run_1/ff_map.png
(1.5 px per µm)
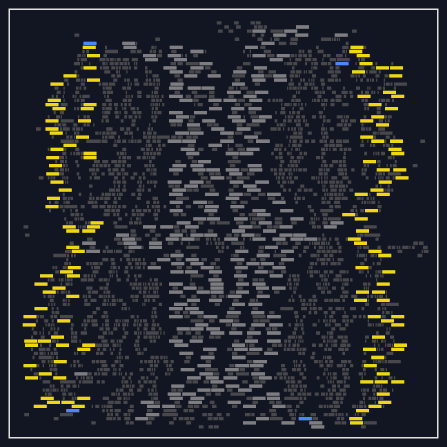
run_1/congestion_map.png
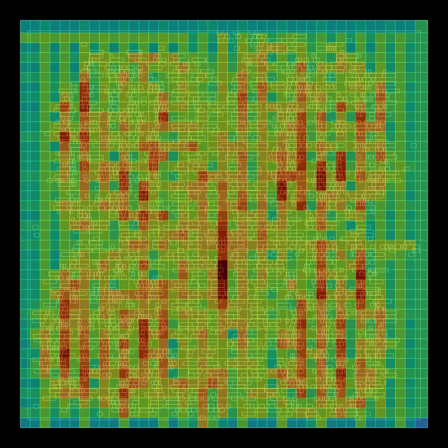
run_1/m2.png
(1 px per µm)
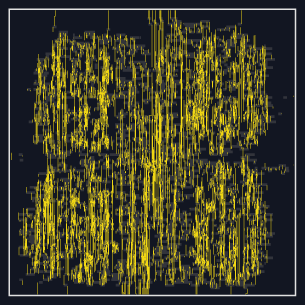
run_1/closeup.png
Region (122, 179) to (162, 219) µm. Cells in grey, sequential cells in the stronger grey; small squares are vias.
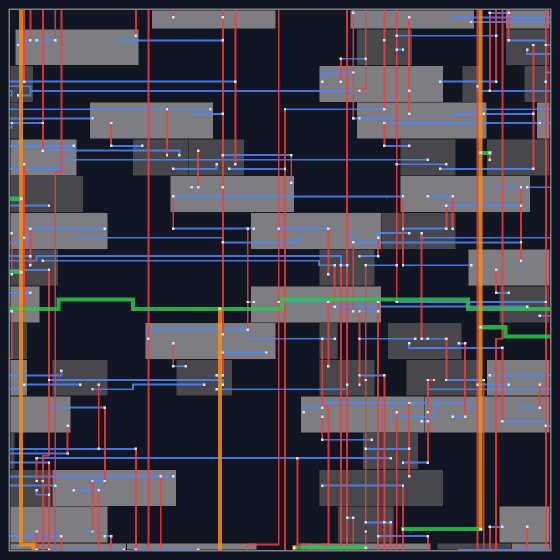
--- src/rtl/clk_div_multi.sv ---
// Multi-channel programmable clock divider: per channel, a square wave and a one-cycle tick at each period start.
// Outputs decode from channel flops, so they change one clk edge after an input change; divisor writes take effect at the next period boundary.
module clk_div_multi #(
    parameter int          CHANNELS = 4,
    parameter int          WIDTH    = 32,
    parameter int unsigned DIV_INIT = 100_000_000
) (
    input  logic                clk,
    input  logic                rst,
    input  logic [CHANNELS-1:0] en,
    input  logic                div_load,
    input  logic [3:0]          div_sel,
    input  logic [WIDTH-1:0]    div_val,
    output logic [CHANNELS-1:0] clk_N,
    output logic [CHANNELS-1:0] tick
);

    // A divisor below 2 cannot produce both a high and a low phase.
    localparam logic [WIDTH-1:0] DIV_RST = (DIV_INIT < 2) ? WIDTH'(2) : WIDTH'(DIV_INIT);

    logic [WIDTH-1:0] div_clamped;

    assign div_clamped = (div_val < WIDTH'(2)) ? WIDTH'(2) : div_val;

    for (genvar i = 0; i < CHANNELS; i++) begin : g_ch
        logic [WIDTH-1:0] cnt_q, cnt_d;
        logic [WIDTH-1:0] dcur_q, dcur_d;
        logic [WIDTH-1:0] dpend_q, dpend_d;
        logic             active_q, active_d;
        logic             pend_q, pend_d;
        logic             load_hit;
        logic             wrap;
        logic             boundary;
        logic [WIDTH-1:0] half;

        // Out-of-range selects never match any channel index, so they are ignored.
        assign load_hit = div_load && (div_sel == 4'(i));
        assign wrap     = (cnt_q == (dcur_q - WIDTH'(1)));
        assign boundary = en[i] && (!active_q || wrap);

        always_comb begin
            cnt_d    = cnt_q;
            active_d = active_q;
            dcur_d   = dcur_q;
            dpend_d  = dpend_q;
            pend_d   = pend_q;

            if (!en[i]) begin
                cnt_d    = '0;
                active_d = 1'b0;
            end else if (boundary) begin
                cnt_d    = '0;
                active_d = 1'b1;
                if (pend_q) begin
                    dcur_d = dpend_q;
                    pend_d = 1'b0;
                end
            end else begin
                cnt_d = cnt_q + WIDTH'(1);
            end

            // A write coinciding with a boundary uses the old pending value there and
            // re-arms pend, so the new divisor waits for the following boundary.
            if (load_hit) begin
                dpend_d = div_clamped;
                pend_d  = 1'b1;
            end
        end

        always_ff @(posedge clk or posedge rst) begin
            if (rst) begin
                cnt_q    <= '0;
                active_q <= 1'b0;
                dcur_q   <= DIV_RST;
                dpend_q  <= DIV_RST;
                pend_q   <= 1'b0;
            end else begin
                cnt_q    <= cnt_d;
                active_q <= active_d;
                dcur_q   <= dcur_d;
                dpend_q  <= dpend_d;
                pend_q   <= pend_d;
            end
        end

        // ceil(D/2) without a WIDTH+1 adder: cannot overflow even for D = 2^WIDTH-1.
        assign half     = (dcur_q >> 1) + WIDTH'(dcur_q[0]);
        assign tick[i]  = active_q && (cnt_q == '0);
        assign clk_N[i] = active_q && (cnt_q < half);
    end

endmodule

--- config.mk ---
export PLATFORM = sky130hd
export DESIGN_NAME = clk_div_multi
export DESIGN_NICKNAME = d
export VERILOG_FILES = /design/src/rtl/clk_div_multi.sv
export SDC_FILE = /design/constraint.sdc
export NUM_CORES = 1
export LEC_CHECK = 0
export CAP_MARGIN = 40
export CORE_MARGIN = 5
export CORE_UTILIZATION = 35
export DETAILED_ROUTE_END_ITERATION = 8
export PLACE_DENSITY_LB_ADDON = 0.12
export SYNTH_ARGS = -nofsm -noshare
export SYNTH_HDL_FRONTEND = slang
export SYNTH_SLANG_ARGS = --single-unit
--- constraint.sdc ---
create_clock -name clk -period 16.7 [get_ports clk]
set_input_delay 2.505 -clock clk [delete_from_list [all_inputs] [get_ports clk]]
set_output_delay 2.505 -clock clk [all_outputs]
set_load 0.02 [all_outputs]
==> Slide: Implementation Results, run 1 <==
Key Metrics from the Run

Outcome
  – Status: finished, final reports clean

Routing
  – Vias per cell: 5.42
  – Iter 0 DRT Violations: roughly 1300
  – ANT nets after route: 0
  – Via Count: ~20000

Clocking
  – CTS tree: yes
  – Num CTS Buffers: 46
  – Htree depth: 2
  – Clock sinks: 392
  – CTS max path bufs: 3
  – Setup Fix Bufs, Post-CTS: 0

Logic synthesis
  – Dominant comb cell: simple AND/OR/NAND/NOR gates
  – And-or/or-and share of the synthesized area: 6.85%
  – Post-synth EDFFs: 0
  – Post-Syn Area: 26400 µm²
  – Biggest area cells: dfrtp_1, dfstp_2, mux2_2
  – Mux area share: between 10% and 20%
  – Ys cells: 2715
  – Mapped Avg Cell Area: 9.73 µm²
  – Post-synth regs: 392
  – Mapped Cells: approximately 2700
  – Main flop type: dfrtp_1
  – Yosys warns: 0
  – Post-synthesis simple-gate area fraction: roughly a fifth
  – Asr flop ratio synth: 100%
  – Post-synth seq share: 37.6%

Worst setup path
  – Critical Path RT: 14.20 ns
  – CP Max Fanout: 6
  – CP endpoint kind: output port
  – Delay-heaviest family, CP: simple AND/OR/NAND/NOR gates
  – CP Data Arrival Time: 5.11 ns
  – Buffer-and-inverter tally for the worst setup path: 1
  – Crit-path cells: ha_1, ha_1, nand2_1, nor2_1, and4_1, nor2b_1, and2_1, nand2_1, nor2_1, xnor2_1, ha_1, a21o_1, a21o_1, a21o_1, a21oi_1, nor2b_1, o21ai_0, nand3b_1, a211oi_1, clkdlybuf4s50_1
  – Critical-path top delay cell: clkdlybuf4s50_1
  – Critical path's largest stage delay: 0.68 ns

Timing
  – RSZ-0062 raised after global routing: no
  – Setup slack after layout: 9.08 ns
  – Crit share post-route: a little under half
  – Max-slew violation count: 0
  – Worst rel slew slack: between 40% and 50%
  – Final Skew: 0.0368 ns
  – FMAX: 131 MHz
  – Setup TNS: 0 ns

Layout
  – Area Growth Syn to Fin: 10.6%
  – Final nets: around 2800
  – Share of cells above drive strength 1: ~18%
  – Layout fillers: a little over 7000

Pwr
  – Pleak: between 10 and 15 nW
  – Peak VDD IR: approximately 0.071 mV
  – Overall Power: 3.84 mW

Floorplanning
  – DIE WIDTH: between 200 and 300 µm
  – Chip area: just over 80000 µm²
  – Core Density at Floorplan: between 30% and 40%
  – Core box area: roughly 75000 µm²
  – Number of core rows: 100

Hold path
  – Min-delay worst type: reg2reg

Global route
  – Grt total ovfl: 0
  – Largest net degree at the start of global routing: 141
  – Number of global-route vias before repair: slightly below 20000
  – First-pass GRT wire length: 113 mm
  – Gr usage total: roughly 17%

Placed design
  – Port bufs: 50
  – DP Worst Slack: 9.65 ns

Run
  – Stage-log warning count: 36
Back to the opening pictures, ff_map.png:
Key: blue = g_ch.active_q [flops 4]; yellow = g_ch.cnt_q [flops 128, where all over the die]
Another 260 sequential cells are not coloured.

Back to the opening pictures, congestion_map.png:
grt met1 use: 24.4%
WL/cell: 19.3 µm
grt peak-use layer: met2

Back to the opening pictures, m2.png:
2320 nets have wire on it. The wires run mostly vertical.

Back to the opening pictures, closeup.png:
Key: orange = M4; red = M2; green = M3; blue = M1
Sequential cells in the window: 19. Netlist names of flops here include g_ch.dpend_q (12), g_ch.dcur_q (7). 41 logic cells have their middle in the window. Most frequent: mux2_2 (13), dfrtp_1 (11), dfstp_2 (8).

## run 1: cells in the final DEF (no fill, tap or decap), drive strengths merged, types with 28 or more instances in the layout
master	count
nand4	103
xor2	214
clkdlybuf4s50	50
and3	57
nand3	108
nand2	166
buf	28
mux2	252
nor4	79
dfstp	96
dfrtp	296
xnor2	176
nor3	153
a21oi	46
clkbuf	70
o21ai	45
nor2	182
or4	31
a21o	72
inv	51
ha	144
## run 1: metal layers
| layer | part of all wire (%) | GRT usage [%] | vias up |
|---|---|---|---|
| met5 | 0 | 0 | - |
| met4 | 2.9 | 4.86 | 0 |
| met3 | 3.0 | 2.07 | 109 |
| met2 | 45 | 27.5 | 309 |
| met1 | 49 | 24.4 | 9755 |
| li1 | - | - | 9611 |
## run 1: final timing paths
kind	depth (start not counted)	start	to	slack [ns]
max	20	g_ch[1].dcur_q[0]	clk_N[1]	9.08
min	2	g_ch[1].dpend_q[0]	g_ch[1].dpend_q[0]	0.48
max reg2reg	11	g_ch[1].dcur_q[0]	g_ch[1].dcur_q[31]	11.83
min reg2reg	2	g_ch[1].dpend_q[0]	g_ch[1].dpend_q[0]	0.48
max in group asynchronous	4	rst	g_ch[0].cnt_q[14]	12.57
min in group asynchronous	2	rst	g_ch[3].dcur_q[30]	2.32
## run 1: sequential cells by signal, summed over array words and instances, names as in the netlist
signal and count:
g_ch.dpend_q 128, g_ch.pend_q 4, g_ch.dcur_q 128, g_ch.cnt_q 128
g_ch.active_q 4
## run 1: worst min-delay path: cells and delay by family, from the launching register on
family / cells / cell delay, ns
AOI/OAI and AO/OA: 1 / 0.06
DFF: 1 / 0.34
and+or+nand+nor: 1 / 0.05
## run 1: area by class of cell
class | count | area [µm²] | share of cell area [%]
Sequential cell | 392 | 9930 | 34.0
Clock buffer | 70 | 1380 | 4.74
Clock inverter | 14 | 158 | 0.540
Multi-Input combinational cell | 2078 | 15500 | 53.1
Inverter | 50 | 195 | 0.668
Tap cell | 969 | 1210 | 4.15
Timing Repair Buffer | 79 | 816 | 2.79
## run 1: cells by family after synthesis
family / Yosys count
adder cells (fa/ha/maj): 144
multiplexers: 263
AND-OR/OR-AND: 265
flip-flops: 392
buffers and inverters: 245
AND/OR/NAND/NOR: 1016
XOR/XNOR: 390
## run 1: stage by stage
stage | cell area, µm² | hold slack, ns | std cells
after detailed placement | 27700 | 0.471 | 3568
after global routing | 29200 | 0.503 | 3652
final | 29200 | 0.484 | 3652
after CTS | 29200 | 0.485 | 3652
after global placement | 27500 | 0.464 | 3561
after floorplan | 26400 | 0.446 | 2715
## run 1: power by group
part	switching (mW)	total [mW]	internal, mW
clock network	0.414	1.03	0.616
registers	0.381	1.58	1.20
logic	0.609	1.22	0.613
total	1.40	3.84	2.43
run_1/gates.png
(1.5 px per µm)
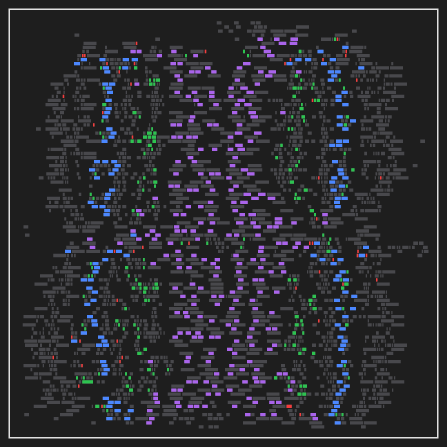

==> run 2: changes to the inputs <==
clock period = 6.4 ns   (was 16.7 ns; I/O delays follow)
run_2/gates.png
(1.5 px per µm)
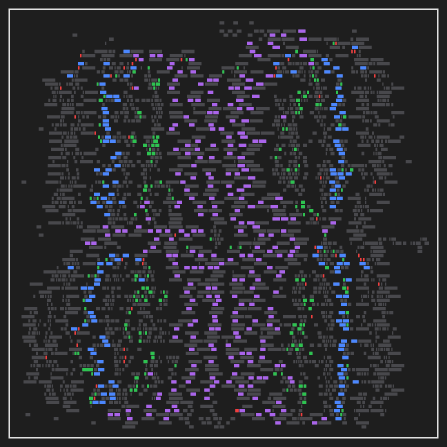
Key: red = inv cells [cells 50, most used inv_1, where all over the die]; green = aoi and oai cells [cells 170]; purple = mux cells [cells 263, most used mux2_2]; blue = fa/ha/maj cells [cells 144, most used ha_1]

==> run 2 against run 1 <==
Sequential power rose to 2.6 times the previous value. Hold slack got worse by 0.0035 ns. Clock-buffer cell count is 3 lower. Critical path depth down 2. Clock skew shrank 0.017 ns. Sequential share of layout area is essentially flat. Synthesized area stayed put. Via count grew 1.2%. Flip-flop count stayed put. Largest power group unchanged.
==> Slide: Implementation Results, run 2 <==
Key Metrics from the Run

Worst setup path
  – Buffer-and-inverter tally for the worst setup path: 1 (unchanged)
  – Crit-path cells: ha_1, ha_1, nand3_1, nor3_1, nand3_1, nor3_1, nand2_1, xor2_1, ha_1, a21o_1, a21o_1, a21o_1, a21oi_1, nor2b_1, o21ai_0, nand3b_1, nor3_1, clkdlybuf4s50_1
  – Delay-heaviest family, CP: simple AND/OR/NAND/NOR gates
  – Critical path's largest stage delay: 0.63 ns (-0.05 ns)
  – CP Max Fanout: 7 (+1)
  – Worst setup path startpoint: g_ch[3].dcur_q[0]
  – FF-to-FF Start: g_ch[1].dcur_q[0]
  – Critical Path RT: 5.44 ns (-8.76 ns)
  – Critical-path top delay cell: clkdlybuf4s50_1
  – Path depth of the worst reg2reg path: 11 (unchanged)
  – CP Data Arrival Time: 5.02 ns (-0.09 ns)

Timing
  – FMAX: 167 MHz
  – Final Skew: 0.0201 ns (-0.0167 ns)
  – Hold slack: 0.481 ns (-0.00352 ns)
  – RSZ-0062 raised after global routing: no
  – Setup slack after layout: 0.424 ns (-8.66 ns)
  – Max-slew violation count: 0 (unchanged)
  – Setup TNS: 0 ns (unchanged)
  – Worst rel slew slack: 38.9% (-5.5 points)

Logic synthesis
  – Cell Type Count: between 70 and 80
  – Mapped Avg Cell Area: 9.73 µm² (unchanged)
  – Post-synth EDFFs: 0 (unchanged)
  – Yosys warns: 0 (unchanged)
  – Asr flop ratio synth: 100% (unchanged)
  – Ys cells: 2715 (unchanged)
  – Post-Syn Area: 26400 µm² (unchanged)
  – Post-synth regs: 392 (unchanged)
  – Main flop type: dfrtp_1
  – Synth top cell by count: dfrtp_1
  – Mapped Cells: 2715 (unchanged)
  – Biggest area cells: dfrtp_1, dfstp_2, mux2_2

Clocking
  – CTS max path bufs: 3 (unchanged)
  – Setup Fix Bufs, Post-CTS: 0 (unchanged)
  – CTS tree: yes
  – Htree depth: 2 (unchanged)
  – Clock sinks: 392 (unchanged)
  – Num CTS Buffers: 47 (+2.2%)

Layout
  – Most frequent cells in the layout: dfrtp_1, xor2_1, mux2_2, nor2_1, xnor2_1
  – Final nets: 2834 (unchanged)
  – Top cell excl fill/tap: dfrtp_1
  – Inserted Diodes: 0
  – Finished Cell Area: 29200 µm² (about the same)
  – Share of cells above drive strength 1: 17.8% (+0.24 points)
  – Regs by FF count: g_ch.cnt_q x128, g_ch.dcur_q x128, g_ch.dpend_q x128
  – Final cell count without fillers: 3655 (+0.082%)
  – Area Growth Syn to Fin: 10.6% (about the same)
  – Layout fillers: 7259 (+0.36%)

Routing
  – Via Count: 20000 (+1.2%)
  – Metal1 wirelength: 34.7 mm (about the same)
  – Vias per cell: 5.48 (+1.1%)
  – Highest metal used: met4
  – Met3 routed WL: 2.20 mm (+4.8%)
  – WL/cell: 19.4 µm (+0.44%)
  – ANT nets after route: 0 (unchanged)
  – Iter 0 DRT Violations: 1364 (+4.7%)
  – WL met2: 31.6 mm (-0.37%)

Global route
  – Largest net degree at the start of global routing: 157 (+11%)
  – Gr usage total: 17.1% (-0.046 points)
  – Number of global-route vias before repair: 19800 (+0.94%)
  – First-pass GRT wire length: 113 mm (-0.12%)
  – Grt total ovfl: 0 (unchanged)

Floorplanning
  – Core box area: 74700 µm² (unchanged)
  – Number of core rows: 100 (unchanged)
  – Core Density at Floorplan: 35.4% (unchanged)

Pwr
  – P_sw: 3.71 mW (+160%)
  – Peak VDD IR: 0.179 mV (+150%)
  – Pleak: 12.1 nW (about the same)
  – Overall Power: 10.0 mW (+160%)
  – Sequential power share: 41.3% (about the same)
  – Int Pwr: 6.30 mW (+160%)
  – Comb pwr share: 32.1% (+0.2 points)
  – Clock share of power: 26.6% (-0.3 points)

Hold path
  – Worst hold start: g_ch[3].dpend_q[19]
  – Hold path cells: 1 (-1)
  – Min-delay worst type: reg2reg

Placed design
  – DP Area: 27700 µm² (about the same)
  – DP Worst Slack: 0.826 ns (-8.82 ns)
  – Port bufs: 50 (unchanged)
  – Placed cells: 3567 (-0.028%)

Run
  – Stage-log warning count: 38 (+5.6%)

Outcome
  – Status: finished, final reports clean
-- run 2: cell counts after synthesis --
No cell type changed its count.
-- run 2: power by group through the flow --
| stage | combinational (mW) | clock (mW) | sequential (mW) |
|---|---|---|---|
| floorplan | 3.10 | 0 | 3.38 |
| global placement | 3.12 | 0 | 4.12 |
| detailed placement | 3.19 | 0 | 4.15 |
| CTS | 3.22 | 2.78 | 4.11 |
| global route | 3.57 | 2.86 | 4.25 |
| finish | 3.21 | 2.67 | 4.13 |
-- run 2: path summary, 6_finish.rpt --
path / to / slack (ns)
min: g_ch[3].dcur_q[19] / 0.48
min reg2reg: g_ch[3].dcur_q[19] / 0.48
min in group asynchronous: g_ch[3].dcur_q[11] / 0.75
max in group asynchronous: g_ch[1].dcur_q[4] / 4.41
max reg2reg: g_ch[1].dcur_q[30] / 1.50
max: clk_N[3] / 0.42
-- run 2: repair_timing --
| action | CTS | global route |
|---|---|---|
| endpoints found under the setup margin | 0 | 2 |
| endpoints found under the hold margin | 0 | 0 |
| gates resized | 0 | 2 |
-- run 2: per-layer routing --
metal | vias to the layer above | global-route usage [%]
met5 | - | 0
met4 | 0 | 5.53
met3 | 127 | 2.21
met2 | 355 | 26.6
met1 | 9914 | 24.6
li1 | 9617 | -
-- run 2: area by class of cell --
cell class | count | area (µm²) | share of cell area [%]
clock buffer | 67 | 1400 | 4.78
clock inverter | 21 | 159 | 0.544
inverter | 50 | 191 | 0.655
multi-input combinational | 2078 | 15500 | 53.2
sequential | 392 | 9930 | 34.0
tap | 969 | 1210 | 4.15
timing repair buffer | 78 | 797 | 2.73
-- run 2: cell families (layout without fill, tap and decap cells) --
| family | after synthesis | count (layout) | share of synthesized area, % |
|---|---|---|---|
| AND-OR/OR-AND | 265 | 265 | 6.85 |
| XOR/XNOR | 390 | 390 | 12.9 |
| adder cells (fa/ha/maj) | 144 | 144 | 6.82 |
| buffers and inverters | 245 | 216 | 3.75 |
| flip-flops | 392 | 392 | 37.6 |
| multiplexers | 263 | 263 | 11.6 |
| AND/OR/NAND/NOR | 1016 | 1016 | 20.5 |
run_2/ff_map.png
(1.5 px per µm)
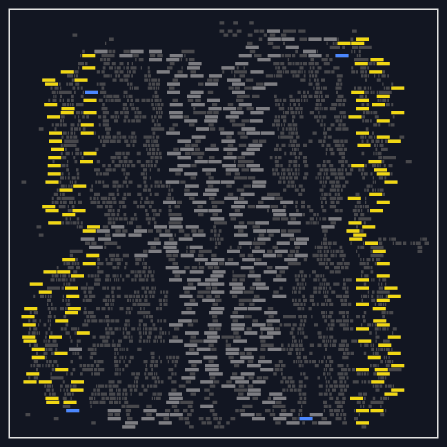

==> run 3: changes to the inputs <==
GPL_TIMING_DRIVEN = 0   (was default)
run_3/ff_map.png
(1.5 px per µm)
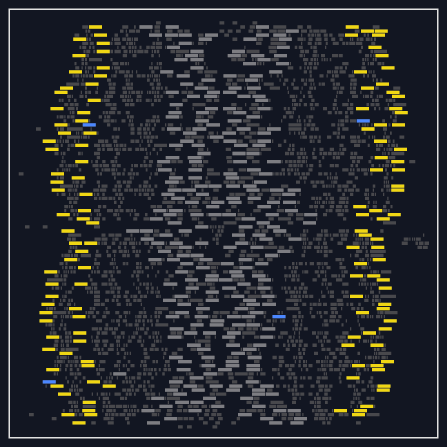
Key: blue = g_ch.active_q [flops 4]; yellow = g_ch.cnt_q [flops 128, where all over the die]
Another 260 sequential cells are not coloured.

==> run 3 against run 2 <==
Flip-flop count stayed put. First-iteration DRC count grew 0.59%. Via count rose by 2.3%. Non-clock buffer count up 178. Hold slack got worse by 0.0027 ns. Critical path type unchanged. Sequential share of layout area decreased by 0.92 points. Maximum frequency fell by 2.7%. Combinational power increased by 24%. Global-route usage up 0.39 points. Critical endpoint unchanged.
==> Slide: Implementation Results, run 3 <==
Key Metrics from the Run

Outcome
  – Status: finished, final reports clean

Floorplanning
  – Die H: between 200 and 300 µm
  – Core Density at Floorplan: 35.4% (unchanged)
  – Number of core rows: 100 (unchanged)
  – DIE WIDTH: 285 µm
  – IO Count: 51
  – Core box area: 74700 µm² (unchanged)

Timing
  – Hold Fails Final Rpt: 0
  – Worst rel slew slack: 37.8% (-1.0 points)
  – Setup slack after layout: 0.257 ns (-0.166 ns)
  – Hold slack: 0.478 ns (-0.00266 ns)
  – Worst slew pin tran: 0.924 ns
  – FMAX: 163 MHz (-2.7%)
  – Final setup fails: 0
  – Max-slew violation count: 0 (unchanged)
  – RSZ-0062 raised after global routing: yes
  – Crit share post-route: 96.0%
  – Fin crit period: 6.14 ns
  – Final Skew: 0.0179 ns (-0.00219 ns)
  – Setup TNS: 0 ns (unchanged)

Clocking
  – CTS max path bufs: 3 (unchanged)
  – CTS tree: yes
  – Clock sinks: 392 (unchanged)
  – Num CTS Buffers: 46 (-2.1%)
  – Clock latency on the worst-skew pair: 0.58 ns
  – Setup Fix Bufs, Post-CTS: 0 (unchanged)
  – Htree depth: 2 (unchanged)
  – Clock slew at reported path FFs: 0.06 ns

Logic synthesis
  – Synth top cell by count: dfrtp_1
  – Post-synth seq share: 37.6%
  – Cell Type Count: 76 (unchanged)
  – Asr flop ratio synth: 100% (unchanged)
  – Yosys top cell by area: dfrtp_1
  – Yosys chip area: 26400 µm²
  – Post-synth regs: 392 (unchanged)
  – Mapped Cells: 2715 (unchanged)
  – Biggest area cells: dfrtp_1, dfstp_2, mux2_2
  – Yosys warns: 0 (unchanged)
  – Main flop type: dfrtp_1
  – Top cells by count: dfrtp_1, xor2_1, mux2_2, nor2_1, xnor2_1
  – Synth Net Count: 2902
  – Post-synth EDFFs: 0 (unchanged)
  – Ys cells: 2715 (unchanged)
  – Mapped Avg Cell Area: 9.73 µm² (unchanged)
  – Post-Syn Area: 26400 µm² (unchanged)

Worst setup path
  – CP Max Fanout: 9 (+2)
  – Startpoint types: flip-flop
  – CP Data Arrival Time: 5.18 ns (+0.16 ns)
  – Crit Path Class: reg2out
  – CP endpoint kind: output port
  – Critical Path RT: 5.44 ns (about the same)

Placed design
  – DP Worst Slack: 0.568 ns (-0.258 ns)
  – HPWL after DPL: 55.7 mm
  – Port bufs: 50 (unchanged)

Layout
  – Inserted Diodes: 0 (unchanged)
  – Share of cells above drive strength 1: 16.8% (-1.1 points)
  – Final nets: 3011 (+6.2%)
  – Area Growth Syn to Fin: 13.7%
  – Regs by FF count: g_ch.cnt_q x128, g_ch.dcur_q x128, g_ch.dpend_q x128
  – Top cell excl fill/tap: dfrtp_1
  – Layout fillers: 7261 (+0.028%)
  – Most frequent cells in the layout: dfrtp_1, xor2_1, mux2_2, nor2_1, clkbuf_1

Global route
  – Antenna violations before repair: 1
  – Number of global-route vias before repair: 20400 (+3.0%)
  – Grt total ovfl: 0 (unchanged)
  – Largest net degree at the start of global routing: 40 (-75%)
  – First-pass GRT wire length: 115 mm (+1.7%)
  – Gr usage total: 17.5% (+0.39 points)

Pwr
  – Peak VDD IR: 0.181 mV (+1.3%)
  – Pleak: 12.4 nW (+2.2%)
  – PwrDens: 342 nW/µm²

Routing
  – Iter 0 DRT Violations: 1372 (+0.59%)
  – DRT Wirelength: 72.8 mm
  – WL/cell: 19.0 µm (-2.1%)
  – Vias per cell: 5.34 (-2.4%)
  – DRT Pass-1 Iters: 6
  – Via Count: 20500 (+2.3%)
  – DRC viols: 0
  – ANT nets after route: 0 (unchanged)

Hold path
  – Min-delay worst type: reg2reg

Run
  – Stage-log warning count: 35 (-7.9%)
  – Max-Cap Viols: 0
## run 3: worst max-delay path: stages (launching register included)
cell             delay (ns)
dfstp_2                0.51
clkbuf_1               0.38
and3_1                 0.27
nand3_1                0.13
nor2_1                 0.22
and3_1                 0.25
nand2b_1               0.15
nor2_1                 0.28
xnor2_1                0.16
ha_1                   0.26
a21o_1                 0.17
a21o_1                 0.18
a21o_1                 0.17
a21o_1                 0.17
a21oi_1                0.15
nor2b_1                0.06
o21ai_0                0.16
nand3b_1               0.10
nor3_1                 0.21
clkdlybuf4s50_1        0.64
## run 3: what timing repair did
action                     in CTS  in global routing
hold buffers                    0                  0
setup endpoints to repair       1                  4
resized                         1                  8
## run 3: metrics by stage
| stage | instance area [µm²] | utilization (%) | std cells | power (mW) |
|---|---|---|---|---|
| 3_5_place_dp | 28400 | 38.0 | 3750 | 7.52 |
| 3_3_place_gp | 28100 | 37.7 | 3734 | 7.41 |
| 4_1_cts | 30000 | 40.2 | 3835 | 10.4 |
| 2_1_floorplan | 26400 | - | 2715 | 6.48 |
| 6_report | 30000 | 40.2 | 3830 | 10.3 |
| 5_1_grt | 30000 | 40.2 | 3830 | 11.0 |
## run 3: power by group
group          internal (mW)  switching (mW)  leakage (nW)  total, mW
clock                   1.71            1.07         0.778       2.78
sequential              3.12           0.389          4.89       3.51
combinational           1.71            2.27          6.74       3.98
## run 3: final timing paths
check | start | to | slack (ns) | cells past startpoint
worst max-delay path | g_ch[3].dcur_q[8] | clk_N[3] | 0.26 | 19
worst min-delay path | g_ch[3].dpend_q[1] | g_ch[3].dpend_q[1] | 0.48 | 2
worst max register to register | g_ch[3].dcur_q[0] | g_ch[3].cnt_q[28] | 1.33 | 14
worst min register to register | g_ch[3].dpend_q[1] | g_ch[3].dpend_q[1] | 0.48 | 2
max in group asynchronous | rst | g_ch[0].dcur_q[16] | 4.25 | 6
min in group asynchronous | rst | g_ch[3].dpend_q[27] | 0.77 | 2
## run 3: area by class of cell
| class | count | area, µm² | area share [%] |
|---|---|---|---|
| multi-input cells | 2078 | 15500 | 51.7 |
| clock inverters | 13 | 200 | 0.667 |
| flip-flops and latches | 392 | 9930 | 33.1 |
| well taps | 969 | 1210 | 4.04 |
| repair buffers | 67 | 769 | 2.56 |
| plain buffers | 189 | 781 | 2.60 |
| clock buffers | 72 | 1410 | 4.70 |
| inverters | 50 | 191 | 0.638 |
## run 3: cell families (layout without fill, tap and decap cells)
| kind of cell | Yosys count | in the layout | synth area share (%) |
|---|---|---|---|
| muxes | 263 | 263 | 11.6 |
| DFF | 392 | 392 | 37.6 |
| buffers and inverters | 245 | 391 | 3.75 |
| and+or+nand+nor | 1016 | 1016 | 20.5 |
| AOI/OAI and AO/OA | 265 | 265 | 6.85 |
| adders and majority gates | 144 | 144 | 6.82 |
| xor gates and xnor gates | 390 | 390 | 12.9 |
## run 3: per-layer routing
metal | global-route usage, % | wire length (µm) | up-vias
met5 | 0 | 0 | -
met2 | 29.2 | 34600 | 343
met1 | 24.0 | 34300 | 10000
li1 | - | - | 9967
met3 | 1.88 | 1860 | 119
met4 | 5.07 | 2000 | 0
Power and IR drop assume default switching activity.
